### config.mk
export PLATFORM = sky130hd
export DESIGN_NAME = jg3_code_gen
export DESIGN_NICKNAME = d
export VERILOG_FILES = /design/src/rtl/jg3_pkg.sv /design/src/rtl/jg3_class_of.sv /design/src/rtl/jg3_code_gen.sv
export SDC_FILE = /design/constraint.sdc
export NUM_CORES = 1
export LEC_CHECK = 0
export ABC_AREA = 0
export CAP_MARGIN = 5
export CORE_MARGIN = 5
export CORE_UTILIZATION = 35
export DETAILED_ROUTE_END_ITERATION = 10
export PLACE_DENSITY = 0.63
export RECOVER_POWER = 50
export SYNTH_ARGS = -nofsm -noshare
export SYNTH_HDL_FRONTEND = slang
export SYNTH_HIERARCHICAL = 1
export SYNTH_SLANG_ARGS = --single-unit
### constraint.sdc
create_clock -name clk -period 2.1 [get_ports clk]
set_input_delay 0.42 -clock clk [delete_from_list [all_inputs] [get_ports clk]]
set_output_delay 0.42 -clock clk [all_outputs]
set_load 0.01 [all_outputs]
### src/rtl/jg3_pkg.sv
// JG3 code generator shared definitions: class codes, last member
// per class and the generator FSM states.
package jg3_pkg;

    localparam logic [1:0] CLS_00 = 2'b00;
    localparam logic [1:0] CLS_01 = 2'b01;
    localparam logic [1:0] CLS_10 = 2'b10;
    localparam logic [1:0] CLS_11 = 2'b11;

    // Highest ABC code of each class, indexed by {x,y}
    localparam logic [2:0] LAST_CODE [4] = '{
        3'b100,
        3'b000,
        3'b110,
        3'b111
    };

    typedef enum logic [1:0] {
        IDLE,
        SCAN,
        GAP,
        DONE
    } state_t;

endpackage

### src/rtl/jg3_class_of.sv
// JG3 classifier: maps a 3-bit ABC code to its {x,y} class.
module jg3_class_of
    import jg3_pkg::*;
(
    input  logic [2:0] abc,
    output logic [1:0] cls
);

    always_comb begin
        cls = CLS_00;
        unique case (1'b1)
            (abc == 3'd0):                 cls = CLS_01;
            (abc == 3'd5 || abc == 3'd6):  cls = CLS_10;
            (abc == 3'd7):                 cls = CLS_11;
            default:                       cls = CLS_00;
        endcase
    end

endmodule

### src/rtl/jg3_code_gen.sv
// JG3 code generator: streams all ABC codes of a requested class.
// Optional emit_cnt output enabled by JG3_GEN_COUNT_EN.
module jg3_code_gen
    import jg3_pkg::*;
#(
    parameter int unsigned GAP_CYCLES = 0
) (
    input  logic       clk,
    input  logic       rst,
    input  logic       req_valid,
    input  logic       req_x,
    input  logic       req_y,
    output logic       req_ready,
    output logic       out_valid,
    output logic [2:0] out_abc,
    output logic       out_last,
    input  logic       out_ready,
    output logic       done
`ifdef JG3_GEN_COUNT_EN
    ,
    output logic [2:0] emit_cnt
`endif
);

    localparam logic [3:0] GAP_LAST =
        (GAP_CYCLES == 0) ? 4'd0 : 4'(GAP_CYCLES - 1);

    state_t     state, state_n;
    logic [2:0] cnt, cnt_n;
    logic [3:0] gap, gap_n;
    logic [1:0] target, target_n;
    logic [1:0] cls;
    logic       member;
    logic       is_last;
    logic       hs;

    jg3_class_of u_cls (
        .abc (cnt),
        .cls (cls)
    );

    assign member  = (state == SCAN) && (cls == target);
    assign is_last = (cnt == LAST_CODE[target]);
    assign hs      = member && out_ready;

    always_ff @(posedge clk or posedge rst) begin
        if (rst) begin
            state  <= IDLE;
            cnt    <= 3'd0;
            gap    <= 4'd0;
            target <= CLS_00;
        end else begin
            state  <= state_n;
            cnt    <= cnt_n;
            gap    <= gap_n;
            target <= target_n;
        end
    end

    always_comb begin
        state_n  = state;
        cnt_n    = cnt;
        gap_n    = gap;
        target_n = target;
        unique case (state)
            IDLE: begin
                if (req_valid) begin
                    target_n = {req_x, req_y};
                    cnt_n    = 3'd0;
                    state_n  = SCAN;
                end
            end
            SCAN: begin
                if (!member) begin
                    cnt_n = cnt + 3'd1;
                end else if (out_ready) begin
                    if (is_last) begin
                        state_n = DONE;
                    end else begin
                        cnt_n = cnt + 3'd1;
                        if (GAP_CYCLES > 0) begin
                            state_n = GAP;
                            gap_n   = 4'd0;
                        end
                    end
                end
            end
            GAP: begin
                if (gap == GAP_LAST) state_n = SCAN;
                else                 gap_n   = gap + 4'd1;
            end
            DONE: state_n = IDLE;
            default: state_n = IDLE;
        endcase
    end

    assign req_ready = (state == IDLE);
    assign out_valid = member;
    assign out_abc   = member ? cnt : 3'd0;
    assign out_last  = member && is_last;
    assign done      = (state == DONE);

`ifdef JG3_GEN_COUNT_EN
    // Holds its value after done until the next request is taken
    always_ff @(posedge clk or posedge rst) begin
        if (rst) begin
            emit_cnt <= 3'd0;
        end else if (req_ready && req_valid) begin
            emit_cnt <= 3'd0;
        end else if (hs) begin
            emit_cnt <= emit_cnt + 3'd1;
        end
    end
`endif

endmodule

==> images/util_map.png <==
11 x 11 tiles, from white (low) to dark blue (high), 0 to 100% covered.
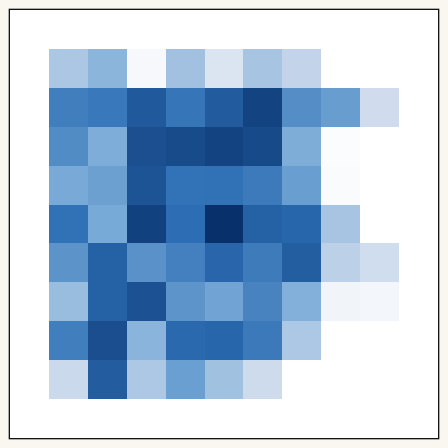
tiles over 75% full: 18%
mean over tiles: 34%
nearly empty tiles: 42%
Placeable Area: 1780 um2
Init Core Util: 0.378
Final Util: 0.566

==> images/sizing.png <==
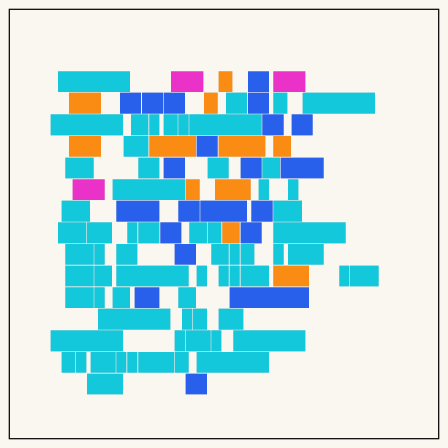
legend:
  cyan:
    size: x1 and smaller
    cells: 66
    share: 65%
    most_used: dfrtp_1
  blue:
    size: x3 and x4
    cells: 21
    share: 21%
    most_used: buf_4
  orange:
    size: x2
    cells: 11
    share: 11%
    most_used: buf_2
  magenta:
    size: x6 and larger
    cells: 3
    share: 3.0%
    most_used: buf_6
setup ws final: -168 ps
Design Area, Final: 1010 um2
Area growth syn-to-layout: 49.7%
non-clock buffer count: 27

==> images/closeup.png <==
Window x 30 to 50, y 30 to 50 um. Cells in gray, sequential cells in the stronger gray; small squares are vias.
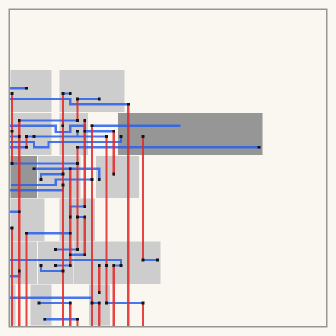
legend:
  blue:
    layer: M1
  red:
    layer: M2
netlist names of flops here include: cnt (1)
sequential cells in the window: 1
cells with their middle in the window: 13
most frequent: buf_4 (5)

==> images/pinout.png <==
Bar = 20 um. Pins as bars across the die edge, other pins in gray.
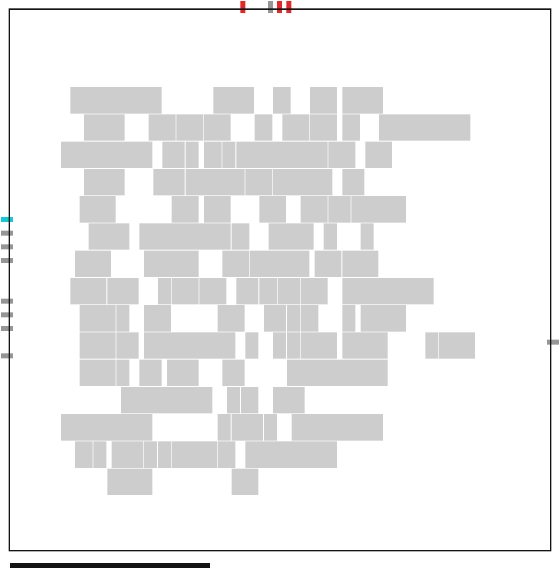
legend:
  red:
    port: out_abc
    pins: 3
    direction: output
    edge: top
  cyan:
    port: clk
    pins: 1
    direction: input
    edge: left
all pins by edge: 8 left, 4 top, 1 right
Die X: 53.9 um
port buffer count: 12
Die H: 53.9 um

==> impl_metrics.ini <==
; generated from flow reports
[run_status]
status = complete, but fails checks
violations = setup timing

[setup_path]
arrival_ps = 1850
critPathSlowestCell = dfrtp_1
critPathKind = flop to output port
worstReg2RegEnd = cnt[0]
r2r_start = cnt[0]
required_ps = 1680
crit_end = out_last
startpoint = cnt[1]
cp-start-kind = flop
worstRegToRegCells = 7
r2r_slack_ps = 110
crit_top_cell = buf_6
cp_slowest_stage_delay_ps = 430
crit_path_end_kind = output port
worstPathMaxFanout = 4
crit_chain = buf_6 > o21a_1 > xor2_2 > nor3_4 > buf_4 > o21a_4 > buf_6

[power_and_ir_drop]
seqPwrFrac = 0.205
switchingPower_mw = 0.661
pwr-share-comb = 0.702
p_int_mw = 0.958
power-top-group = combinational cells
p_sw_frac = 0.408
ir_drop_uv = 967
p_clk_frac = 0.093
power_density_nw_per_um2 = 1600
pg_clk_mw = 0.151
pg_seq_mw = 0.332
p_leak_nw = 0.472
pg_comb_mw = 1.14
p_total_mw = 1.62

[clock_tree]
cts_root_buf = clkbuf_4
clk_latency_ps = 270
cts_max_path_buffers = 2
htree_levels = 1
clk_pin_slew_worst_paths_ps = 70
clock_sinks = 11
cts_tree = yes
numCtsBuffers = 3

[final_timing]
fin_crit_ps = 2270
setup_violations = 4
setup_ws_ps = -168
finalCritPeriodShare = 1.08
slew_viol_final = 0
relSlewSlack = 0.685
rsz0062_at_grt = yes
finalClockSkew_ps = 0.951
tightest_slew_ps = 473
hold_viol_final = 0
timing.fmax_mhz = 441

[routing]
viasPerCell = 4.70
drt-total-wl_um = 1590
wl_per_cell_um = 12.6
num_vias = 592
wl_met2_um = 779
top_layer = met4
drtPass1Iterations = 4
ant_nets = 0
route.met3.wl_um = 47
drt_iter0_markers = 5
met1_length_um = 724

[synthesis]
synthTopCellsByCount = dfrtp_1 (11), nor2_1 (7), inv_1 (6)
syn-mean-instance-area_um2 = 9.63
logic_family = simple AND/OR/NAND/NOR gates
synthTopCellsByArea = dfrtp_1 (41%), ha_1 (5.6%), xor2_1 (5.2%), nor2_1 (3.9%), inv_1 (3.3%)
synthAoiAreaFrac = 0.0946
muxShareOfSynthArea = 0.0853
edf_count = 0
async_flop_share = 1.00
synthesis.area_um2 = 674
simple_gate_share = 0.245
fp_nets = 79
most_common_cell = dfrtp_1
ys.flops = 11
synth_area_leader_cell = dfrtp_1
yosys_warnings = 6
synth_seq_share = 0.408
ys_area_um2 = 674
synth.top_cell.area_share = 0.408
synthCells = 70
fa_ha_area_frac = 0.0557
yosys.area_share.xor_xnor = 0.0779
synth_cell_types = 27
flop_cell = dfrtp_1

[worst_hold_path]
min_to = gap[3]
hp-class = flop to flop
hold_start = gap[3]
min_path_cells = 1

[job]
maxCapViolations = 0
warning_count = 29

[layout]
fin_nets = 111
drive_above_1_share = 0.347
stdcell_count = 126

[global_route]
use_met2 = 0.242
grtUsageMet3 = 0.0332
grt.overflow.total = 0
grt_pass1_vias = 650
grt_max_degree = 12
busiest_layer = met2
use_met1 = 0.171
antenna_found_initial = 0
grt_pass1_wl_um = 2840
grt_usage = 0.145

[die]
io_pins = 13
die_area_um2 = 2900
num_rows = 15

[placed_design]
place_hpwl_um = 1120
gp_congestion = 0.751
placed_area_um2 = 893
[worst max-delay path, delay by kind of cell, from the launching register on]
kind | cells | cell delay (ps)
flops | 1 | 430
buf+inv | 3 | 380
compound gates | 2 | 320
simple gates | 1 | 230
xor+xnor | 1 | 200
[sequential cells by signal (all words and copies together) (netlist names)]
register,flops
gap,4
cnt,3
state,2
target,2
[cells by family after synthesis]
logic type,count (synthesis)
AND-OR/OR-AND,9
XOR/XNOR,6
adder cells (fa/ha/maj),3
buffers and inverters,6
flip-flops,11
multiplexers,5
AND/OR/NAND/NOR,30
[layout by cell type (no fill, tap or decap), types with 3 or more instances in the layout]
cell | synthesis | layout
nand3_1 | 4 | 4
nand2_1 | 5 | 4
ha_1 | 3 | 3
or3_1 | 3 | 3
clkdlybuf4s50_1 | 0 | 6
buf_2 | 0 | 3
buf_4 | 0 | 13
dfrtp_1 | 11 | 11
inv_1 | 6 | 6
nor2_1 | 7 | 7
buf_6 | 0 | 3
clkbuf_4 | 0 | 3
[layout make-up]
| class | instances | area, um2 |
|---|---|---|
| multi-input cells | 53 | 434 |
| inverters | 6 | 22.5 |
| repair buffers | 27 | 220 |
| clock buffers | 4 | 26.3 |
| flip-flops and latches | 11 | 275 |
| fillers | 161 | 773 |
| well taps | 25 | 31.3 |
[what timing repair did]
action	in CTS	in global routing
buffers inserted	5	1
hold buffers	0	0
pin swaps	5	0
setup endpoints to repair	5	5
resized	30	3
[stage by stage]
stage | TNS (ps) | hold WS, ps | setup slack (ps)
global placement | -843 | 461 | -208
global route | -861 | 511 | -256
CTS | -396 | 460 | -149
finish | -355 | 475 | -168
floorplan | 0 | 272 | 189
detailed placement | -901 | 461 | -216
No activity file was given, so power comes from the tool's default toggle rates.
